Run 1, where the registers sit:
The bar under the picture is 20 µm long. Other sequential cells in the stronger gray, the rest of the logic in the fainter gray.
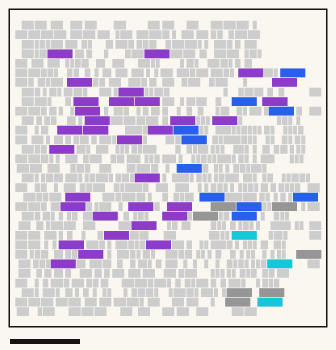
Run 1, sizing map:
The bar under the picture is 20 µm long.
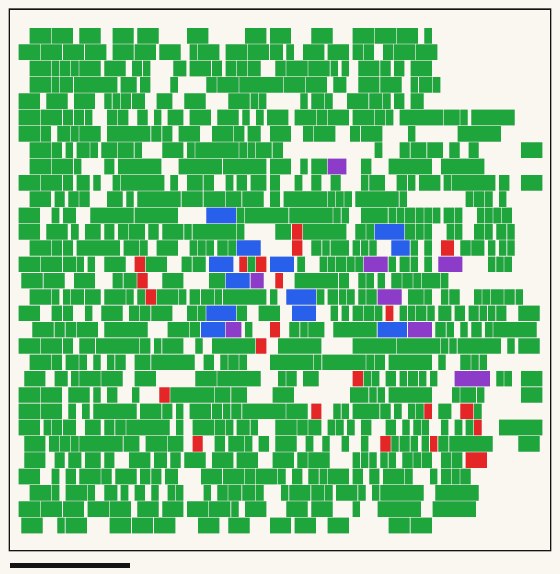
Run 1, gate-type map:
The bar under the picture is 20 µm long.
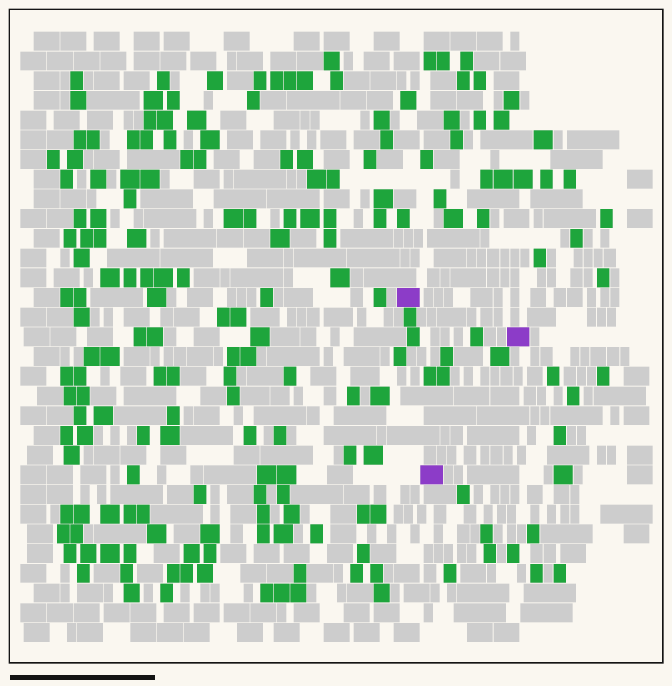
Run 1, placed cells, one color a class:
The bar under the picture is 20 µm long.
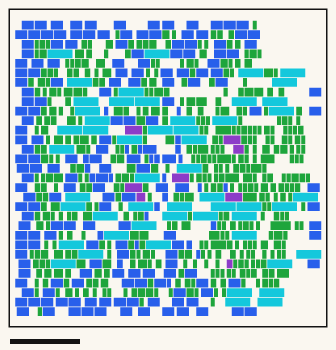
===== config.mk =====
export PLATFORM = sky130hd
export DESIGN_NAME = seq_step_agent
export DESIGN_NICKNAME = d
export VERILOG_FILES = /design/src/rtl/seq_pkg.sv /design/src/rtl/seq_timer.sv /design/src/rtl/seq_step_agent.sv
export SDC_FILE = /design/constraint.sdc
export NUM_CORES = 1
export LEC_CHECK = 0
export ABC_AREA = 1
export CAP_MARGIN = 5
export CORE_UTILIZATION = 44
export CTS_CLUSTER_DIAMETER = 80
export DETAILED_ROUTE_END_ITERATION = 7
export GPL_TIMING_DRIVEN = 0
export PLACE_DENSITY = 0.86
export RECOVER_POWER = 25
export SYNTH_ARGS = -nofsm -noshare
export SYNTH_HDL_FRONTEND = slang
export SYNTH_HIERARCHICAL = 1
export SYNTH_SLANG_ARGS = --single-unit

===== constraint.sdc =====
create_clock -name clk -period 5.8 [get_ports clk]
set_input_delay 0.58 -clock clk [delete_from_list [all_inputs] [get_ports clk]]
set_output_delay 0.58 -clock clk [all_outputs]
set_load 0.1 [all_outputs]

===== src/rtl/seq_pkg.sv =====
// Shared types and constant helpers for the sequencer step agent.
package seq_pkg;

  typedef enum logic [2:0] {
    ST_IDLE,
    ST_ISSUE,
    ST_WAIT_ACK,
    ST_SETTLE,
    ST_DONE
  } seq_step_st_t;

  // A one-entry table still needs a 1-bit index.
  function automatic int clog2_min1(input int n);
    return (n > 1) ? $clog2(n) : 1;
  endfunction

  function automatic int max_int(input int a, input int b);
    return (a > b) ? a : b;
  endfunction

endpackage


===== src/rtl/seq_timer.sv =====
// Load/decrement down-counter that saturates at zero; shared by the ack-wait
// and settle phases of the step agent.
module seq_timer #(
  parameter int W = 4
) (
  input  logic         clk,
  input  logic         rst,
  input  logic         load,
  input  logic [W-1:0] load_val,
  input  logic         dec,
  output logic         zero
);

  logic [W-1:0] count_reg;

  always_ff @(posedge clk) begin
    if (rst) begin
      count_reg <= '0;
    end else if (load) begin
      count_reg <= load_val;
    end else if (dec && (count_reg != '0)) begin
      count_reg <= count_reg - 1'b1;
    end
  end

  assign zero = (count_reg == '0);

endmodule


===== src/rtl/seq_step_agent.sv =====
// Responder for one sequencer start/ready/done lane: sends up to NUM_CMDS
// configuration words on a valid/ack port, waits a settle delay, reports done.
module seq_step_agent
  import seq_pkg::*;
#(
  parameter int NUM_CMDS    = 4,
  parameter int CMD_W       = 32,
  parameter int ACK_TIMEOUT = 1000,
  parameter int SETTLE      = 16
) (
  input  logic                          clk,
  input  logic                          rst,
  input  logic                          enable,
  input  logic [NUM_CMDS*CMD_W-1:0]     cmd_table,
  input  logic [$clog2(NUM_CMDS+1)-1:0] cmd_count,
  input  logic                          seq_start,
  output logic                          seq_rdy,
  output logic                          seq_done,
  output logic                          err,
  output logic                          req_valid,
  output logic [CMD_W-1:0]              req_data,
  input  logic                          req_ack
);

  localparam int CNT_W = $clog2(NUM_CMDS + 1);
  localparam int IDX_W = clog2_min1(NUM_CMDS);
  localparam int TMR_W = $clog2(max_int(ACK_TIMEOUT, SETTLE) + 1);
  localparam logic [TMR_W-1:0] ACK_LOAD    = TMR_W'(ACK_TIMEOUT - 1);
  localparam logic [TMR_W-1:0] SETTLE_LOAD = TMR_W'(SETTLE);
  localparam logic [CNT_W-1:0] MAX_COUNT   = CNT_W'(NUM_CMDS);

  seq_step_st_t     st_reg;
  logic [IDX_W-1:0] idx_reg;
  logic             start_q_reg;

  logic             start_re;
  logic             start_ok;
  logic             ack_hit;
  logic             last_word;
  logic [CNT_W-1:0] eff_count;
  logic             tmr_load;
  logic             tmr_dec;
  logic             tmr_zero;
  logic [TMR_W-1:0] tmr_load_val;
  logic [CMD_W-1:0] cmd_word [NUM_CMDS];

  generate
    for (genvar gi = 0; gi < NUM_CMDS; gi++) begin : g_word
      assign cmd_word[gi] = cmd_table[gi*CMD_W +: CMD_W];
    end
  endgenerate

  // Only an edge starts a step, so a level left high through DONE is inert.
  assign start_re  = seq_start & ~start_q_reg;
  assign start_ok  = start_re & enable & ((st_reg == ST_IDLE) || (st_reg == ST_DONE));
  assign eff_count = (cmd_count > MAX_COUNT) ? MAX_COUNT : cmd_count;
  assign ack_hit   = req_valid & req_ack;
  assign last_word = (CNT_W'(idx_reg) == (eff_count - CNT_W'(1)));

  // An ack in the cycle the timer reads zero is checked first, so it wins.
  always_comb begin
    tmr_load     = 1'b0;
    tmr_dec      = 1'b0;
    tmr_load_val = SETTLE_LOAD;
    case (st_reg)
      ST_IDLE, ST_DONE: tmr_load = start_ok && (eff_count == '0);
      ST_ISSUE: begin
        tmr_load     = 1'b1;
        tmr_load_val = ACK_LOAD;
      end
      ST_WAIT_ACK: begin
        if (ack_hit) tmr_load = last_word;
        else         tmr_dec  = ~tmr_zero;
      end
      ST_SETTLE: tmr_dec = ~tmr_zero;
      default: ;
    endcase
  end

  seq_timer #(.W(TMR_W)) u_timer (
    .clk      (clk),
    .rst      (rst),
    .load     (tmr_load),
    .load_val (tmr_load_val),
    .dec      (tmr_dec),
    .zero     (tmr_zero)
  );

  always_ff @(posedge clk) begin
    if (rst) begin
      st_reg      <= ST_IDLE;
      idx_reg     <= '0;
      start_q_reg <= 1'b0;
      seq_rdy     <= 1'b0;
      seq_done    <= 1'b0;
      err         <= 1'b0;
      req_valid   <= 1'b0;
      req_data    <= '0;
    end else begin
      start_q_reg <= seq_start;
      case (st_reg)
        ST_IDLE, ST_DONE: begin
          seq_rdy <= (st_reg == ST_IDLE) & enable & ~start_ok;
          if (start_ok) begin
            seq_done <= 1'b0;
            err      <= 1'b0;
            idx_reg  <= '0;
            st_reg   <= (eff_count != '0) ? ST_ISSUE : ST_SETTLE;
          end
        end
        ST_ISSUE: begin
          req_valid <= 1'b1;
          req_data  <= cmd_word[idx_reg];
          st_reg    <= ST_WAIT_ACK;
        end
        ST_WAIT_ACK: begin
          if (ack_hit) begin
            req_valid <= 1'b0;
            if (last_word) begin
              st_reg <= ST_SETTLE;
            end else begin
              idx_reg <= idx_reg + 1'b1;
              st_reg  <= ST_ISSUE;
            end
          end else if (tmr_zero) begin
            req_valid <= 1'b0;
            err       <= 1'b1;
            seq_done  <= 1'b1;
            st_reg    <= ST_DONE;
          end
        end
        ST_SETTLE: begin
          if (tmr_zero) begin
            seq_done <= 1'b1;
            st_reg   <= ST_DONE;
          end
        end
        default: st_reg <= ST_IDLE;
      endcase
    end
  end

endmodule


==> results.txt, run 1 <==
run metrics: outcome finished clean, Layout Nets 848, asr flop ratio synth 0, simple-gate share of the synthesized area 0.2365, WP data required 6.04 ns, CTS tree built, post-cts hold buffer count 0, most used cell, CP nand2_1, Psw 0.6034 mW, Worst Setup EP u_timer/count_reg[3]$_SDFFE_PP0P_, Sequential Power 0.438 mW, Least-Margin Pin Slew 1.022 ns, GP Congestion 0.8994, pin count of the biggest net entering global routing 18, die width 90.00 µm, worst hold stages 2, pre-CTS WS 2.564 ns, clock share of power 0.161, post-route cell area 0.005319 mm², drt pass-1 iters 5, LEAKAGE 2.305 nW, layout cells sized above 1 0.05907, CP Launch Type input pin, wirelength, routed 11950 µm, Synth top area share 0.3055, worst-path cell chain clkdlybuf4s50_1 > o21ai_1 > nand2_1 > ha_1 > inv_1 > nand2_1 > nand2_1 > nor2_1 > nand3_1 > nor2_1 > nor2_1 > o31ai_1 > inv_2 > clkbuf_1 > nand3_1 > nand2_1 > nand2_1 > a21oi_1, endpoints failing hold 0, number of synthesized flops with an enable pin 0, final setup TNS 0 ns, Seq cells post-synth 52, yosys stat chip area 0.003407 mm², Sink Count 52, placed insts 802, DR vias 4330, reg-to-reg slack, setup 3.56 ns, reg2reg end u_timer/count_reg[1]$_SDFFE_PP0P_, Synth top cell by count nor2_1, Port Buffer Count 171, chip footprint 0.008099 mm², delay-heaviest family, CP buffers and inverters, Fin Clk Skew 0.01341 ns, xor/xnor share 0.007712, switch share 0.4537, WP buf/inv 4, Clk. pwr 0.215 mW, Syn Nets 670, most frequent cells after synthesis 93 x nor2_1, 63 x o21ai_0, 60 x nand2_1, P_int 0.7266 mW, Clk pin slew, worst setup/hold paths 0.10 ns, power density cells 250.0 mW/mm², worst r2r src st_reg[0]$_SDFFE_PP0P_, number of remaining DRC errors 0, placed instance area 0.005243 mm², Combinational Power Share 0.509, comb area leader AND-OR/OR-AND gates, worst hold start seq_done$_SDFFE_PP0P_, Yosys top cell by area dfxtp_1, antenna violations before repair 0, Syn. warnings 6, DR iter-0 viols 193, Mux cell area share 0, Max VDD drop 0.0001196 V, stages on the worst setup path 18, worst reg-to-reg path cell count 9
Back to the opening pictures, 'where the registers sit':
| color | netlist name | flops |
|---|---|---|
| blue | u_timer/count_reg | 10 |
| cyan | st_reg | 3 |
| purple | req_data | 32 |

Back to the opening pictures, 'sizing map':
| color | size | cells |
|---|---|---|
| red | drive 2 | 22 |
| purple | drive 3 to 4 | 8 |
| green | drive 1 or less | 669 |
| blue | drive 6 and up | 12 |
setup ws final: 2.857 ns
Layout Area Growth over Synthesis: 56.11%

Back to the opening pictures, 'gate-type map':
| color | family | cells | most used |
|---|---|---|---|
| purple | XOR/XNOR gates | 3 | xnor2_1 |
| green | inverting AOI/OAI gates | 188 | o21ai_0 |
Non-Filler Instances: 810
most frequent logic cell in the layout: clkdlybuf4s50_1
logic share of the area: 0.3604

Back to the opening pictures, 'placed cells, one color a class':
| color | class | cells | share of their area |
|---|---|---|---|
| green | all other logic | 448 | 42% |
| blue | other buffers and delay cells | 203 | 36% |
| cyan | flops | 52 | 20% |
| purple | clock drivers and dummy loads | 8 | 1.7% |
CORE AREA: 0.007370 mm²
sequential portion of the cell area: 0.1957
# rows: 31

-- run 1: cell type report --
type	instances	area, µm²	area share
multi-input cells	382	1917	0.3604
repair buffers	171	1712	0.3218
flip-flops and latches	52	1041	0.1957
inverters	66	255.2	0.04799
plain buffers	32	180.2	0.03387
well taps	99	123.9	0.02329
clock buffers	5	68.82	0.01294
clock inverters	3	21.27	0.003999
-- run 1: worst reg2reg max path: stages (launching register included) --
cell and delay, ns:
dfxtp_1 0.41, inv_2 0.08, nor3_4 0.38, buf_6 0.26
nor2_1 0.08, o31ai_1 0.15, clkbuf_1 0.43, o21ai_0 0.18
nor2_1 0.13, nor2_1 0.05
-- run 1: per-layer routing --
metal / share of wire / track usage
met2: 0.51 / 0.5519
met5: 0 / 0
met1: 0.38 / 0.3201
met3: 0.079 / 0.07191
met4: 0.032 / 0.1102
Run 1, congestion heat map:
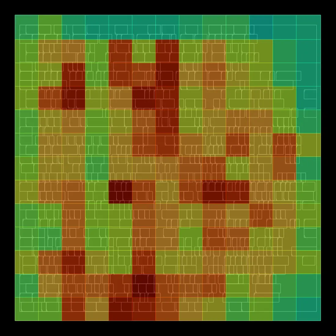

==> run 2: changes to the inputs <==
--- a/config.mk
+++ b/config.mk
@@ -7,11 +7,11 @@
 export LEC_CHECK = 0
 export ABC_AREA = 1
 export CAP_MARGIN = 5
-export CORE_UTILIZATION = 44
+export CORE_UTILIZATION = 41
 export CTS_CLUSTER_DIAMETER = 80
 export DETAILED_ROUTE_END_ITERATION = 7
 export GPL_TIMING_DRIVEN = 0
-export PLACE_DENSITY = 0.86
+export PLACE_DENSITY = 0.81
 export RECOVER_POWER = 25
 export SYNTH_ARGS = -nofsm -noshare
 export SYNTH_HDL_FRONTEND = slang
==> constraint.sdc (replaced) <==
create_clock -name clk -period 2.8 [get_ports clk]
set_input_delay 0.28 -clock clk [delete_from_list [all_inputs] [get_ports clk]]
set_output_delay 0.28 -clock clk [all_outputs]
set_load 0.1 [all_outputs]
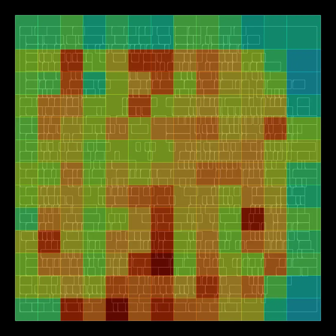
Run 2: congestion heat map
Util after Layout: 0.6758
global routing usage on met2: 0.4908
GR Util All Layers: 0.2774

==> run 2 against run 1 <==
Net effect:
- wire length barely moved
- largest power group unchanged
- sequential share of layout area about the same
- clock-buffer cell count unchanged
- via count down 2.2%
- critical endpoint is now u_timer/count_reg[5]$_SDFFE_PP0P_
- synthesized cell count stayed put
- clock skew shrank 0.0088 ns
- critical path depth is 1 lower
- area after synthesis unchanged
- combinational power rose by 110%
- setup slack lost 2.6 ns
- non-clock buffer count decreased by 1
==> results.txt, run 2 <==
run metrics: outcome finished clean, chip footprint 0.008679 mm², clkbuf count 5, met3 WL 764 µm, final setup TNS 0 ns, endpoints failing hold 0, count of plain and timing-repair buffers 202, logic share of the area 0.3596, die width 93.16 µm, Synth top cell by count nor2_1, most used cell, CP nand2_1, LEAKAGE 2.317 nW, placed insts 805, multi-input logic area 0.001917 mm², GR Util met1 0.3262, worst-path cell chain clkdlybuf4s50_1 > o21ai_1 > nand2_1 > ha_1 > inv_1 > nand2_1 > nand2_1 > nor2_1 > nand3_1 > nor2_1 > nor2_1 > o31ai_1 > inv_2 > nand2_4 > clkinv_4 > nand2_1 > a21oi_1, Sink Count 52, Well Taps 102, grt met3 use 0.06179, Syn. warnings 6, CP Launch Type input pin, Synth top area share 0.3055, post-cts hold buffer count 0, DR vias 4236, layout cells sized above 1 0.05791, WP buf/inv 4, stages on the worst setup path 17, Top class by area combinational gates, placed instance area 0.005246 mm², pin count of the biggest net entering global routing 18, Syn Nets 670, Final clock-cell share 0.01854, reg-to-reg slack, setup 0.58 ns, WL met1 5032 µm, Worst Setup EP u_timer/count_reg[5]$_SDFFE_PP0P_, non-clock inverter count 66, post-route cell area 0.005330 mm², setup ws final 0.2348 ns, Non-clock buffer share 0.3547, worst r2r src u_timer/count_reg[0]$_SDFFE_PP0P_, number of remaining DRC errors 0, MI comb cells 382
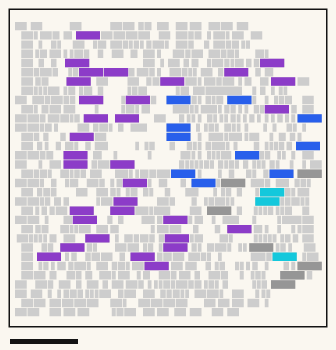
Run 2: where the registers sit
The bar under the picture is 20 µm long. Other sequential cells in the stronger gray, the rest of the logic in the fainter gray.
| color | netlist name | flops |
|---|---|---|
| purple | req_data | 32 |
| blue | u_timer/count_reg | 10 |
| cyan | st_reg | 3 |
not colored: 7
sequential portion of the cell area: 0.1953
register area: 0.001041 mm²

run 2: cell count changes in the layout (fill, tap and decap cells not counted), sizes merged:
cell | previous run | this run
clkinv | 2 | 1
bufinv | 0 | 1
clkdlybuf4s50 | 169 | 170
clkbuf | 19 | 18
dlygate4sd3 | 2 | 1
clkinvlp | 1 | 0
inv | 66 | 65
run 2: cell families after synthesis:
logic type,Yosys count,share of synthesized area
compound gates,188,0.3129
xor+xnor,3,0.007713
fa+ha+maj,2,0.007344
buf+inv,98,0.1289
flops,52,0.3055
other cells,1,0.001101
simple gates,188,0.2365
run 2: power breakdown:
| part | switching [mW] | internal (mW) |
|---|---|---|
| clock | 0.239 | 0.257 |
| sequential | 0.0698 | 0.832 |
| combinational | 0.916 | 0.494 |
| total | 1.22 | 1.58 |
Power is estimated from default activity; no workload was simulated.
